===== config.mk =====
export PLATFORM = sky130hd
export DESIGN_NAME = pdp8_mem_arbiter_flat
export DESIGN_NICKNAME = d
export VERILOG_FILES = /design/src/rtl/pdp8_pkg.sv /design/src/rtl/pdp8_mem_arbiter_if.sv /design/src/rtl/pdp8_arb_pick.sv /design/src/rtl/pdp8_mem_arbiter.sv /design/src/flat_wrapper.sv
export SDC_FILE = /design/constraint.sdc
export NUM_CORES = 1
export LEC_CHECK = 0
export ABC_CLOCK_PERIOD_IN_PS = 1630
export CAP_MARGIN = 25
export CELL_PAD_IN_SITES_DETAIL_PLACEMENT = 0
export CELL_PAD_IN_SITES_GLOBAL_PLACEMENT = 2
export CORE_AREA = 2 2 110 112
export DETAILED_ROUTE_END_ITERATION = 12
export DIE_AREA = 0 0 112 114
export PLACE_DENSITY = 0.79
export SLEW_MARGIN = 20
export SYNTH_ARGS = -nofsm -noshare
export SYNTH_HDL_FRONTEND = slang
export SYNTH_SLANG_ARGS = --single-unit

===== constraint.sdc =====
create_clock -name clk -period 1.63 [get_ports clk]
set_input_delay 0.489 -clock clk [delete_from_list [all_inputs] [get_ports clk]]
set_output_delay 0.489 -clock clk [all_outputs]
set_load 0.03 [all_outputs]

===== src/rtl/pdp8_pkg.sv =====
// Shared PDP-8 word/address widths plus the memory arbiter's encodings and defaults.
package pdp8_pkg;
    localparam int ADDR_WIDTH = 12;
    localparam int DATA_WIDTH = 12;

    localparam int ARB_RD_LAT         = 1;
    localparam int ARB_IFU_STARVE_MAX = 4;

    // Bit positions inside the one-hot grant vector produced by pdp8_arb_pick.
    localparam int GNT_IFU_RD  = 0;
    localparam int GNT_EXEC_RD = 1;
    localparam int GNT_EXEC_WR = 2;
    localparam int GNT_W       = 3;

    typedef enum logic [0:0] {
        ARB_IDLE    = 1'b0,
        ARB_RD_WAIT = 1'b1
    } arb_state_e;

    typedef enum logic [1:0] {
        SRC_NONE = 2'd0,
        SRC_IFU  = 2'd1,
        SRC_EXEC = 2'd2
    } arb_src_e;
endpackage


===== src/rtl/pdp8_mem_arbiter_if.sv =====
// Request/grant/return bundle between the IFU, the execution unit, the arbiter and memory.
interface pdp8_mem_arbiter_if;
    logic                             ifu_rd_req;
    logic [pdp8_pkg::ADDR_WIDTH-1:0]  ifu_rd_addr;
    logic                             ifu_rd_gnt;
    logic                             ifu_rd_valid;
    logic [pdp8_pkg::DATA_WIDTH-1:0]  ifu_rd_data;

    logic                             exec_rd_req;
    logic [pdp8_pkg::ADDR_WIDTH-1:0]  exec_rd_addr;
    logic                             exec_rd_gnt;
    logic                             exec_rd_valid;
    logic [pdp8_pkg::DATA_WIDTH-1:0]  exec_rd_data;

    logic                             exec_wr_req;
    logic [pdp8_pkg::ADDR_WIDTH-1:0]  exec_wr_addr;
    logic [pdp8_pkg::DATA_WIDTH-1:0]  exec_wr_data;
    logic                             exec_wr_gnt;

    logic                             mem_req;
    logic                             mem_we;
    logic [pdp8_pkg::ADDR_WIDTH-1:0]  mem_addr;
    logic [pdp8_pkg::DATA_WIDTH-1:0]  mem_wdata;
    logic [pdp8_pkg::DATA_WIDTH-1:0]  mem_rdata;

    // The arbiter's view: requests and memory read data come in, grants and commands go out.
    modport slave (
        input  ifu_rd_req, ifu_rd_addr,
        input  exec_rd_req, exec_rd_addr,
        input  exec_wr_req, exec_wr_addr, exec_wr_data,
        input  mem_rdata,
        output ifu_rd_gnt, ifu_rd_valid, ifu_rd_data,
        output exec_rd_gnt, exec_rd_valid, exec_rd_data,
        output exec_wr_gnt,
        output mem_req, mem_we, mem_addr, mem_wdata
    );

    modport master (
        output ifu_rd_req, ifu_rd_addr,
        output exec_rd_req, exec_rd_addr,
        output exec_wr_req, exec_wr_addr, exec_wr_data,
        output mem_rdata,
        input  ifu_rd_gnt, ifu_rd_valid, ifu_rd_data,
        input  exec_rd_gnt, exec_rd_valid, exec_rd_data,
        input  exec_wr_gnt,
        input  mem_req, mem_we, mem_addr, mem_wdata
    );
endinterface


===== src/rtl/pdp8_arb_pick.sv =====
// Combinational winner pick: exec write > exec read > IFU read, unless the IFU is starved.
module pdp8_arb_pick
    import pdp8_pkg::*;
#(
    parameter int IFU_STARVE_MAX = ARB_IFU_STARVE_MAX
) (
    input  logic             enable,
    input  logic             ifu_rd_req,
    input  logic             exec_rd_req,
    input  logic             exec_wr_req,
    input  logic [2:0]       starve_cnt,
    output logic [GNT_W-1:0] gnt
);
    always_comb begin
        gnt = '0;
        if (enable) begin
            if (ifu_rd_req && (starve_cnt == 3'(IFU_STARVE_MAX))) begin
                gnt[GNT_IFU_RD] = 1'b1;
            end else if (exec_wr_req) begin
                gnt[GNT_EXEC_WR] = 1'b1;
            end else if (exec_rd_req) begin
                gnt[GNT_EXEC_RD] = 1'b1;
            end else if (ifu_rd_req) begin
                gnt[GNT_IFU_RD] = 1'b1;
            end
        end
    end
endmodule


===== src/rtl/pdp8_mem_arbiter.sv =====
// Single-port PDP-8 memory arbiter: grants one access at a time and steers fixed-latency
// read data back to whichever requester issued the read.
module pdp8_mem_arbiter
    import pdp8_pkg::*;
#(
    parameter int RD_LAT         = ARB_RD_LAT,
    parameter int IFU_STARVE_MAX = ARB_IFU_STARVE_MAX
) (
    input logic               clk,
    input logic               reset_n,
    pdp8_mem_arbiter_if.slave bus
);
    localparam int         LAT_W       = $clog2(RD_LAT + 1);
    localparam logic [0:0] ST_IDLE     = ARB_IDLE;
    localparam logic [0:0] ST_RD_WAIT  = ARB_RD_WAIT;

    logic [0:0]            state;
    logic [LAT_W-1:0]      lat_cnt;
    logic [2:0]            starve_cnt;
    arb_src_e              rd_src;
    logic                  arb_en;
    logic [GNT_W-1:0]      gnt;
    logic                  rd_grant;
    logic                  exec_grant;
    logic                  ifu_valid_q;
    logic                  exec_valid_q;
    logic [DATA_WIDTH-1:0] ifu_data_q;
    logic [DATA_WIDTH-1:0] exec_data_q;

    assign arb_en     = reset_n && (state == ST_IDLE);
    assign rd_grant   = gnt[GNT_IFU_RD] || gnt[GNT_EXEC_RD];
    assign exec_grant = gnt[GNT_EXEC_RD] || gnt[GNT_EXEC_WR];

    pdp8_arb_pick #(
        .IFU_STARVE_MAX(IFU_STARVE_MAX)
    ) u_pick (
        .enable     (arb_en),
        .ifu_rd_req (bus.ifu_rd_req),
        .exec_rd_req(bus.exec_rd_req),
        .exec_wr_req(bus.exec_wr_req),
        .starve_cnt (starve_cnt),
        .gnt        (gnt)
    );

    always_comb begin
        bus.ifu_rd_gnt  = gnt[GNT_IFU_RD];
        bus.exec_rd_gnt = gnt[GNT_EXEC_RD];
        bus.exec_wr_gnt = gnt[GNT_EXEC_WR];
        bus.mem_req     = |gnt;
        bus.mem_we      = gnt[GNT_EXEC_WR];
        bus.mem_addr    = '0;
        bus.mem_wdata   = '0;
        if (gnt[GNT_EXEC_WR]) begin
            bus.mem_addr  = bus.exec_wr_addr;
            bus.mem_wdata = bus.exec_wr_data;
        end else if (gnt[GNT_EXEC_RD]) begin
            bus.mem_addr = bus.exec_rd_addr;
        end else if (gnt[GNT_IFU_RD]) begin
            bus.mem_addr = bus.ifu_rd_addr;
        end
    end

    assign bus.ifu_rd_valid  = ifu_valid_q;
    assign bus.ifu_rd_data   = ifu_data_q;
    assign bus.exec_rd_valid = exec_valid_q;
    assign bus.exec_rd_data  = exec_data_q;

    // Read data is captured on the edge where the latency count runs out, so the
    // valid pulse lands in the first idle cycle and can overlap the next grant.
    always_ff @(posedge clk) begin
        if (!reset_n) begin
            state        <= ST_IDLE;
            lat_cnt      <= '0;
            rd_src       <= SRC_NONE;
            ifu_valid_q  <= 1'b0;
            exec_valid_q <= 1'b0;
            ifu_data_q   <= '0;
            exec_data_q  <= '0;
        end else begin
            ifu_valid_q  <= 1'b0;
            exec_valid_q <= 1'b0;
            case (state)
                ST_IDLE: begin
                    if (rd_grant) begin
                        state   <= ST_RD_WAIT;
                        lat_cnt <= LAT_W'(RD_LAT);
                        rd_src  <= gnt[GNT_IFU_RD] ? SRC_IFU : SRC_EXEC;
                    end
                end
                ST_RD_WAIT: begin
                    lat_cnt <= lat_cnt - LAT_W'(1);
                    if (lat_cnt == LAT_W'(1)) begin
                        state  <= ST_IDLE;
                        rd_src <= SRC_NONE;
                        if (rd_src == SRC_IFU) begin
                            ifu_data_q  <= bus.mem_rdata;
                            ifu_valid_q <= 1'b1;
                        end else if (rd_src == SRC_EXEC) begin
                            exec_data_q  <= bus.mem_rdata;
                            exec_valid_q <= 1'b1;
                        end
                    end
                end
                default: state <= ST_IDLE;
            endcase
        end
    end

    // Counts exec wins the waiting IFU has lost; saturating here lets the pick force the IFU.
    always_ff @(posedge clk) begin
        if (!reset_n) begin
            starve_cnt <= '0;
        end else if (!bus.ifu_rd_req || gnt[GNT_IFU_RD]) begin
            starve_cnt <= '0;
        end else if (exec_grant && (starve_cnt != 3'(IFU_STARVE_MAX))) begin
            starve_cnt <= starve_cnt + 3'd1;
        end
    end
endmodule


===== src/flat_wrapper.sv =====
// flat-port wrapper written by rule: the top's interface ports become plain ports
module pdp8_mem_arbiter_flat import pdp8_pkg::*;
#(
    parameter int RD_LAT         = ARB_RD_LAT,
    parameter int IFU_STARVE_MAX = ARB_IFU_STARVE_MAX
)
  (clk, reset_n, bus_ifu_rd_req, bus_ifu_rd_addr, bus_exec_rd_req, bus_exec_rd_addr, bus_exec_wr_req, bus_exec_wr_addr, bus_exec_wr_data, bus_mem_rdata, bus_ifu_rd_gnt, bus_ifu_rd_valid, bus_ifu_rd_data, bus_exec_rd_gnt, bus_exec_rd_valid, bus_exec_rd_data, bus_exec_wr_gnt, bus_mem_req, bus_mem_we, bus_mem_addr, bus_mem_wdata);
  pdp8_mem_arbiter_if bus_i ();
  input logic clk;
  input logic reset_n;
  input wire logic [$bits(bus_i.ifu_rd_req)-1:0] bus_ifu_rd_req;
  input wire logic [$bits(bus_i.ifu_rd_addr)-1:0] bus_ifu_rd_addr;
  input wire logic [$bits(bus_i.exec_rd_req)-1:0] bus_exec_rd_req;
  input wire logic [$bits(bus_i.exec_rd_addr)-1:0] bus_exec_rd_addr;
  input wire logic [$bits(bus_i.exec_wr_req)-1:0] bus_exec_wr_req;
  input wire logic [$bits(bus_i.exec_wr_addr)-1:0] bus_exec_wr_addr;
  input wire logic [$bits(bus_i.exec_wr_data)-1:0] bus_exec_wr_data;
  input wire logic [$bits(bus_i.mem_rdata)-1:0] bus_mem_rdata;
  output wire logic [$bits(bus_i.ifu_rd_gnt)-1:0] bus_ifu_rd_gnt;
  output wire logic [$bits(bus_i.ifu_rd_valid)-1:0] bus_ifu_rd_valid;
  output wire logic [$bits(bus_i.ifu_rd_data)-1:0] bus_ifu_rd_data;
  output wire logic [$bits(bus_i.exec_rd_gnt)-1:0] bus_exec_rd_gnt;
  output wire logic [$bits(bus_i.exec_rd_valid)-1:0] bus_exec_rd_valid;
  output wire logic [$bits(bus_i.exec_rd_data)-1:0] bus_exec_rd_data;
  output wire logic [$bits(bus_i.exec_wr_gnt)-1:0] bus_exec_wr_gnt;
  output wire logic [$bits(bus_i.mem_req)-1:0] bus_mem_req;
  output wire logic [$bits(bus_i.mem_we)-1:0] bus_mem_we;
  output wire logic [$bits(bus_i.mem_addr)-1:0] bus_mem_addr;
  output wire logic [$bits(bus_i.mem_wdata)-1:0] bus_mem_wdata;
  assign bus_i.ifu_rd_req = bus_ifu_rd_req;
  assign bus_i.ifu_rd_addr = bus_ifu_rd_addr;
  assign bus_i.exec_rd_req = bus_exec_rd_req;
  assign bus_i.exec_rd_addr = bus_exec_rd_addr;
  assign bus_i.exec_wr_req = bus_exec_wr_req;
  assign bus_i.exec_wr_addr = bus_exec_wr_addr;
  assign bus_i.exec_wr_data = bus_exec_wr_data;
  assign bus_i.mem_rdata = bus_mem_rdata;
  assign bus_ifu_rd_gnt = bus_i.ifu_rd_gnt;
  assign bus_ifu_rd_valid = bus_i.ifu_rd_valid;
  assign bus_ifu_rd_data = bus_i.ifu_rd_data;
  assign bus_exec_rd_gnt = bus_i.exec_rd_gnt;
  assign bus_exec_rd_valid = bus_i.exec_rd_valid;
  assign bus_exec_rd_data = bus_i.exec_rd_data;
  assign bus_exec_wr_gnt = bus_i.exec_wr_gnt;
  assign bus_mem_req = bus_i.mem_req;
  assign bus_mem_we = bus_i.mem_we;
  assign bus_mem_addr = bus_i.mem_addr;
  assign bus_mem_wdata = bus_i.mem_wdata;
  pdp8_mem_arbiter #(.RD_LAT(RD_LAT), .IFU_STARVE_MAX(IFU_STARVE_MAX)) u_core (.clk(clk), .reset_n(reset_n), .bus(bus_i));
endmodule

==> run summary <==
run results: H-Tree Depth 2, CTS tree yes, count leader, synth nand2_1, I/O Buffers 119, wirelength, routed 6950 microns, status finished with violations, leading area contributor after synthesis dfxtp_1, Pwr Total 2.76 mW, unrepaired setup endpoints after global routing yes, placed standard-cell area 0.00353 sq mm, Setup-failing EPs final 29, Worst-path clk slew 0.06 ns, failing checks setup timing, design area 0.00387 sq mm, DPL Wire Length 5090 microns, initial antenna violation count 0, critical path's slowest cell dfxtp_2, setup total negative slack -10.19 ns, Seq area share 17.2%, worst slew pin tran 0.336 ns, Final Hold Slack 0.456 ns, Hold Violations, Final 0, hold-critical path depth 2, Buffers excl. clock 152, Hold Crit Start u_core.bus.ifu_rd_data[4], die y size 114 microns, Placeable Area 0.0117 sq mm, fin worst setup slack -0.390 ns
flip-flops by register name (all words and copies together) (netlist names):
signal / count
u_core.state: 1
u_core.bus.ifu_rd_data: 12
u_core.bus.ifu_rd_valid: 1
u_core.rd_src: 2
u_core.bus.exec_rd_data: 12
u_core.bus.exec_rd_valid: 1
u_core.lat_cnt: 1
u_core.starve_cnt: 3
power breakdown:
part           leakage (nW)  internal (mW)  switching [mW]
registers             0.268          0.826          0.0173
clock network        0.0841          0.763           0.341
logic                  1.27          0.458           0.356
kinds of logic after synthesis:
logic type      synth area share, %
compound gates                 25.5
simple gates                   30.3
fa+ha+maj                      1.39
buf+inv                        6.05
flops                          36.7
Sequential cells grouped by signal name:
Other sequential cells in the stronger grey, the rest of the logic in the fainter grey.
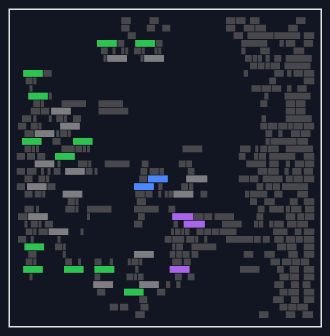
green -> u_core.bus.ifu_rd_data  # sequential cells 12
purple -> u_core.starve_cnt  # sequential cells 3
blue -> u_core.rd_src  # sequential cells 2
not coloured = 16

Gate families picked out:
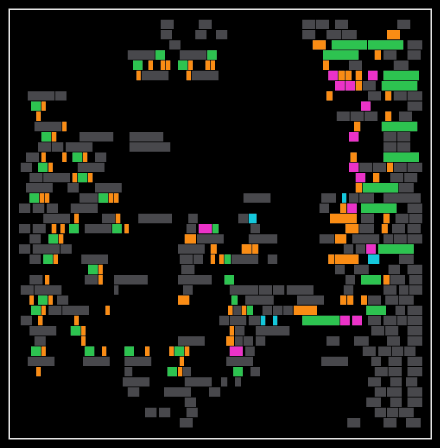
magenta -> AND-OR and OR-AND gates  # cells 14
orange -> NAND gates  # cells 88, where widely spread
green -> inverting AOI/OAI gates  # cells 43, where widely spread
cyan -> inverters  # cells 5

Clock wiring as the flow saved it:
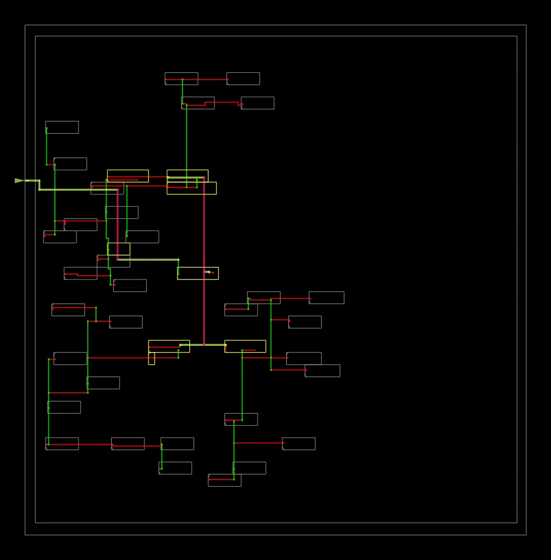
CTS buffer count: 5
seq_cells: 33

Zoomed window:
Region (3, 60) to (53, 110) microns. Cells in grey, sequential cells in the stronger grey; small squares are vias.
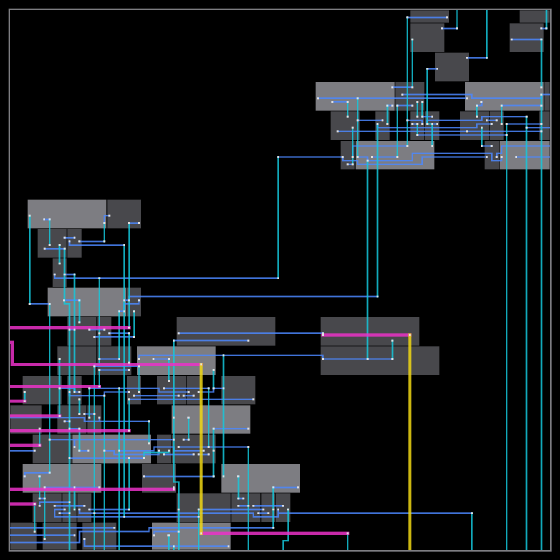
yellow -> met4
magenta -> met3
cyan -> met2
blue -> met1
cells with their middle in the window = 61
netlist names of flops here include = u_core.bus.ifu_rd_data (7), u_core.bus.exec_rd_data (5)
most frequent = nand2_1 (21), dfxtp_1 (12), dlygate4sd2_1 (11)
sequential cells in the window = 12

Power grid:
Pins as bars on the die edge.
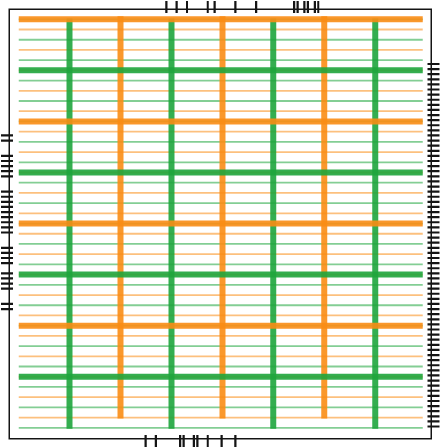
green -> VSS
orange -> VDD
met5 straps = 8
signal pins = 120
met4 straps = 7
rows = 40
met1 rails = 41

No activity file was given, so power comes from the tool's default toggle rates.
